==> src/rtl/seq_tx_pkg.sv <==
// Shared types and constants for the serial pattern transmitter.
// No logic; latency not applicable.
// No flow control here; consumers own the handshake.
package seq_tx_pkg;

    typedef enum logic [1:0] {
        IDLE = 2'd0,
        PRE  = 2'd1,
        DATA = 2'd2,
        GAP  = 2'd3
    } seq_tx_state_t;

    // Start-of-frame marker seen by the downstream "1101" detector
    localparam logic [3:0] SEQ_TX_PREAMBLE = 4'b1101;
    localparam int         SEQ_TX_PRE_LEN  = 4;

endpackage

==> src/rtl/seq_tx_shreg.sv <==
// Loadable MSB-first shift register feeding the serial output.
// Load or shift takes effect on the next edge; msb is a register bit.
// No backpressure; the owner gates load_en/shift_en.
module seq_tx_shreg #(
    parameter int WIDTH = 8
) (
    input  logic             clk,
    input  logic             rst,
    input  logic             load_en,
    input  logic             shift_en,
    input  logic [WIDTH-1:0] load_dat,
    output logic             msb
);

    logic [WIDTH-1:0] sr;

    // Load has priority over shift; zeros are shifted in at the bottom
    always_ff @(posedge clk or negedge rst) begin
        if (!rst) begin
            sr <= '0;
        end else if (load_en) begin
            sr <= load_dat;
        end else if (shift_en) begin
            sr <= {sr[WIDTH-2:0], 1'b0};
        end
    end

    assign msb = sr[WIDTH-1];

endmodule

==> src/rtl/seq_pattern_tx.sv <==
// Serial frame transmitter: parallel word in, MSB-first bit stream out, idle gap after each frame.
// Latency: first bit one cycle after accept; optional 1101 preamble (SEQ_PATTERN_TX_PREAMBLE_EN) adds 4 cycles.
// Backpressure: din_ready only in IDLE; din/din_valid ignored while a frame or gap is in progress.
module seq_pattern_tx
    import seq_tx_pkg::*;
#(
    parameter int WIDTH      = 8,
    parameter int GAP_CYCLES = 2
) (
    input  logic             clk,
    input  logic             rst,
    input  logic [WIDTH-1:0] din,
    input  logic             din_valid,
    output logic             din_ready,
    output logic             dout,
    output logic             dout_valid,
    output logic             busy,
    output logic             done
);

    localparam int BCW = $clog2(WIDTH + 1);
    localparam int GCW = $clog2(16);
    // Gap counter runs GAP_CYCLES-1 down to 0, one GAP cycle per count
    localparam logic [GCW-1:0] GAP_LOAD = GCW'((GAP_CYCLES > 0) ? GAP_CYCLES - 1 : 0);

    seq_tx_state_t  state, state_nxt;
    logic [BCW-1:0] bit_cnt, bit_cnt_nxt;
    logic [GCW-1:0] gap_cnt, gap_cnt_nxt;
    logic           done_nxt;
    logic           load_en;
    logic           shift_en;
    logic           sh_msb;
`ifdef SEQ_PATTERN_TX_PREAMBLE_EN
    logic [1:0]     pre_cnt, pre_cnt_nxt;
`endif

    seq_tx_shreg #(.WIDTH(WIDTH)) u_shreg (
        .clk      (clk),
        .rst      (rst),
        .load_en  (load_en),
        .shift_en (shift_en),
        .load_dat (din),
        .msb      (sh_msb)
    );

    // State, counters and the registered done pulse; reset drops any frame in flight
    always_ff @(posedge clk or negedge rst) begin
        if (!rst) begin
            state   <= IDLE;
            bit_cnt <= '0;
            gap_cnt <= '0;
            done    <= 1'b0;
`ifdef SEQ_PATTERN_TX_PREAMBLE_EN
            pre_cnt <= '0;
`endif
        end else begin
            state   <= state_nxt;
            bit_cnt <= bit_cnt_nxt;
            gap_cnt <= gap_cnt_nxt;
            done    <= done_nxt;
`ifdef SEQ_PATTERN_TX_PREAMBLE_EN
            pre_cnt <= pre_cnt_nxt;
`endif
        end
    end

    // Next-state, counter updates and outputs, all decoded from registered state
    always_comb begin
        state_nxt   = state;
        bit_cnt_nxt = bit_cnt;
        gap_cnt_nxt = gap_cnt;
        done_nxt    = 1'b0;
        load_en     = 1'b0;
        shift_en    = 1'b0;
        dout        = 1'b0;
        dout_valid  = 1'b0;
        busy        = (state != IDLE);
        // Gated by rst so nothing looks acceptable while reset is held
        din_ready   = (state == IDLE) && rst;
`ifdef SEQ_PATTERN_TX_PREAMBLE_EN
        pre_cnt_nxt = pre_cnt;
`endif

        case (state)
            IDLE: begin
                if (din_valid && din_ready) begin
                    load_en     = 1'b1;
                    bit_cnt_nxt = BCW'(WIDTH);
`ifdef SEQ_PATTERN_TX_PREAMBLE_EN
                    pre_cnt_nxt = '0;
                    state_nxt   = PRE;
`else
                    state_nxt   = DATA;
`endif
                end
            end
`ifdef SEQ_PATTERN_TX_PREAMBLE_EN
            PRE: begin
                dout_valid  = 1'b1;
                dout        = SEQ_TX_PREAMBLE[2'd3 - pre_cnt];
                pre_cnt_nxt = pre_cnt + 2'd1;
                if (pre_cnt == 2'(SEQ_TX_PRE_LEN - 1)) begin
                    state_nxt = DATA;
                end
            end
`endif
            DATA: begin
                dout_valid  = 1'b1;
                dout        = sh_msb;
                shift_en    = 1'b1;
                bit_cnt_nxt = bit_cnt - BCW'(1);
                if (bit_cnt == BCW'(1)) begin
                    done_nxt = 1'b1;
                    if (GAP_CYCLES == 0) begin
                        state_nxt = IDLE;
                    end else begin
                        state_nxt   = GAP;
                        gap_cnt_nxt = GAP_LOAD;
                    end
                end
            end
            GAP: begin
                if (gap_cnt == '0) begin
                    state_nxt = IDLE;
                end else begin
                    gap_cnt_nxt = gap_cnt - GCW'(1);
                end
            end
            default: begin
                state_nxt = IDLE;
            end
        endcase
    end

endmodule

==> config.mk <==
export PLATFORM = sky130hd
export DESIGN_NAME = seq_pattern_tx
export DESIGN_NICKNAME = d
export VERILOG_FILES = /design/src/rtl/seq_tx_pkg.sv /design/src/rtl/seq_tx_shreg.sv /design/src/rtl/seq_pattern_tx.sv
export SDC_FILE = /design/constraint.sdc
export NUM_CORES = 1
export LEC_CHECK = 0
export CORE_ASPECT_RATIO = 0.9
export CORE_MARGIN = 1.5
export CORE_UTILIZATION = 51
export CTS_CLUSTER_SIZE = 28
export DETAILED_ROUTE_END_ITERATION = 8
export GPL_ROUTABILITY_DRIVEN = 0
export GPL_TIMING_DRIVEN = 0
export PLACE_DENSITY = 0.77
export SYNTH_ARGS = -nofsm -noshare
export SYNTH_HDL_FRONTEND = slang
export SYNTH_SLANG_ARGS = --single-unit
==> constraint.sdc <==
create_clock -name clk -period 1.8 [get_ports clk]
set_input_delay 0.18 -clock clk [delete_from_list [all_inputs] [get_ports clk]]
set_output_delay 0.18 -clock clk [all_outputs]
set_load 0.02 [all_outputs]
**The metal 1 layer**

(10 px per um) Supply wires on this layer in gray. Cells faint in the background.
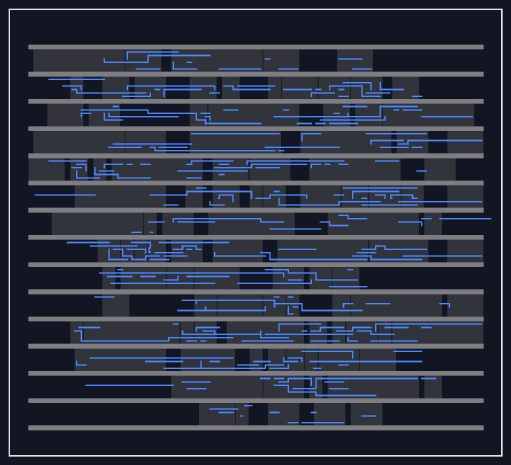
nets with wire on the layer: 103
wire length on this layer: 815 um
share of all routed wire: 51%
main direction: horizontal
met1 usage: 22.6%
final WL: 1590 um
vias post-DR: 676

**M2 wires**

(10 px per um)
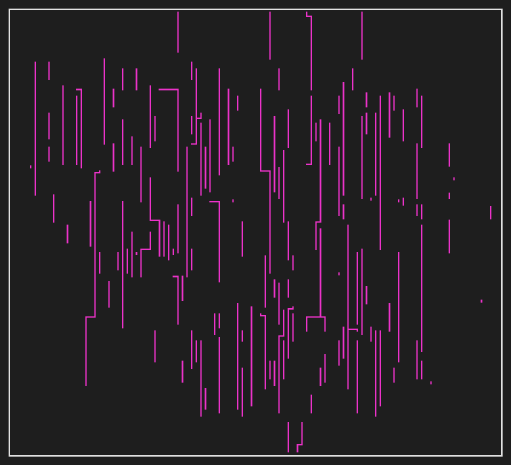
main direction: vertical
longest straight run: 16.3 um
nets with wire on the layer: 97

**M3 wires**

(12 px per um) Cells faint in the background.
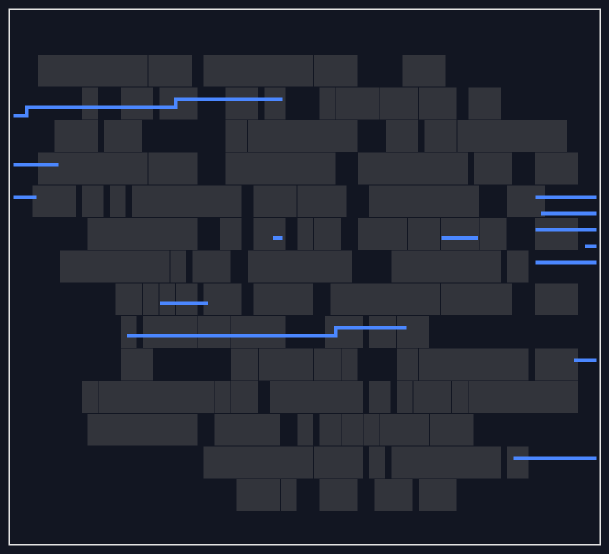
wire length on this layer: 86.3 um
share of all routed wire: 5.4%
longest straight run: 17.2 um

registers in the layout, indices dropped and copies added (netlist names):
name,count
bit_cnt,4
done,1
gap_cnt,4
state,2
u_shreg.sr,8
path summary, 6_finish.rpt:
check                                 to  slack [ns]  depth (start not counted)
max                            din_ready        0.08                          3
min                        u_shreg.sr[3]        0.43                          3
max reg2reg                   gap_cnt[0]        0.09                          5
min reg2reg                u_shreg.sr[7]        0.48                          1
max in group asynchronous       state[0]        0.70                          2
min in group asynchronous  u_shreg.sr[3]        0.54                          2
critical path, delay by kind of cell, from the launching register on:
| family | cells | cell delay (ns) |
|---|---|---|
| flip-flops | 1 | 0.48 |
| AND/OR/NAND/NOR | 2 | 0.43 |
| buffers and inverters | 1 | 0.33 |
cell usage after synthesis (2+ instances only):
cell type	instances
mux2i_1	2
a22o_1	6
and2_1	3
a21o_1	6
mux2_2	2
nand2_1	6
nor2_1	3
nor3_1	2
inv_1	7
o21ai_0	4
buf_6	2
xor2_1	2
ha_1	3
dfrtp_1	19
final cells by class:
cell class	count	area share, %
plain buffers	2	1.91
clock buffers	3	1.91
clock inverters	1	0.424
inverters	8	2.54
multi-input cells	55	37.9
flip-flops and latches	19	40.4
well taps	24	2.54
repair buffers	16	12.4
repair_timing:
action | in CTS | in global routing
hold endpoints to repair | 0 | 19
hold buffers | 0 | 1
endpoints found under the setup margin | 12 | 2
resized | 7 | 3
pin swaps | 0 | 0
where the power goes:
| part | total (mW) | leakage (nW) | switching [mW] | internal [mW] |
|---|---|---|---|---|
| registers | 0.739 | 0.241 | 0.150 | 0.589 |
| clock network | 0.208 | 0.0177 | 0.125 | 0.0828 |
| logic | 0.837 | 0.335 | 0.401 | 0.436 |
| total | 1.78 | 0.594 | 0.676 | 1.11 |
cell usage in the layout (no fill, tap or decap), drive strengths merged, types with 3 or more instances in the layout:
cell / netlist / final
a21o: 6 / 6
nor2: 4 / 4
dfrtp: 19 / 19
inv: 8 / 8
mux2: 3 / 3
ha: 3 / 3
and2: 3 / 3
dlygate4sd2: 0 / 3
clkbuf: 0 / 5
o21ai: 4 / 4
a22o: 6 / 6
nand2: 6 / 6
clkdlybuf4s50: 0 / 10
logic make-up after synthesis:
family	after synthesis	synth area share, %
and+or+nand+nor	23	16.3
xor gates and xnor gates	3	2.69
adders and majority gates	3	3.85
buffers and inverters	10	5.38
muxes	5	5.90
AOI/OAI and AO/OA	21	17.2
DFF	19	48.7
routing by layer:
| layer | vias up | global-route usage (%) |
|---|---|---|
| li1 | 335 | - |
| met1 | 322 | 22.6 |
| met2 | 17 | 26.8 |
| met3 | 2 | 6.08 |
| met4 | 0 | 5.14 |
| met5 | - | 0 |
per-stage QoR:
| step | setup slack, ns | setup TNS, ns |
|---|---|---|
| floorplan | 0.208 | 0 |
| global placement | -0.475 | -4.65 |
| detailed placement | -0.490 | -4.58 |
| CTS | 0.00800 | 0 |
| global route | 0.0103 | 0 |
| finish | 0.0836 | 0 |
==> results_slide.txt <==
Key Metrics from the Run

Finish
  – Cell area after layout: between 1000 and 1500 sq um
  – Layout area overhead: 21.0%

Die
  – I/O pin count: 16
  – Die height: ~45 um
  – Die X: roughly 50 um

Yosys
  – Seq/Total Area, Yosys: roughly 49%
  – Syn avg cell area: 11.6 sq um
  – Ys flop type: dfrtp_1
  – Cell Area, Synth: between 900 and 1000 sq um
  – Post-Syn Instances: roughly 84
  – Synth area leaders: dfrtp_1 49%, a22o_1 5.4%, a21o_1 4.6%

Final timing
  – Fin. Hold Viols: 0
  – Clock skew after layout: about 0.0054 ns
  – Post-route minimum period: about 1.7 ns
  – Period utilization: 95.4%
  – FMAX: slightly below 600 MHz
  – Final Max Slew Viols: 0
  – RSZ-0062 raised after global routing: no

Worst setup path
  – Critical Path Fanout Max: 7
  – Slowest CP cell: dfrtp_1
  – Crit end category: output pin

Run
  – Tool Warnings: 27
  – Max cap viols: 0

Power and ir drop
  – Power Total: 1.78 mW

Detailed routing
  – Drt first pass iters: 4
  – Top Metal Used: met4
  – Iter 0 DRT Violations: 10
  – Via density: ~5.3
  – Met2 wire length: 676 um

Global routing
  – Total gr overflow: 0
  – Tot GR Track Use: between 15 and 20%
  – Pin count of the biggest net entering global routing: 22
  – Vias in the first global route: 628

Min path
  – Hold Path Origin: din[3]

Placed design
  – Port bufs: 15
  – Placed instance area: approximately 1200 sq um

Status
  – Status: finished clean

Clocking
  – CTS Buf Count: 3
No activity file was given, so power comes from the tool's default toggle rates.
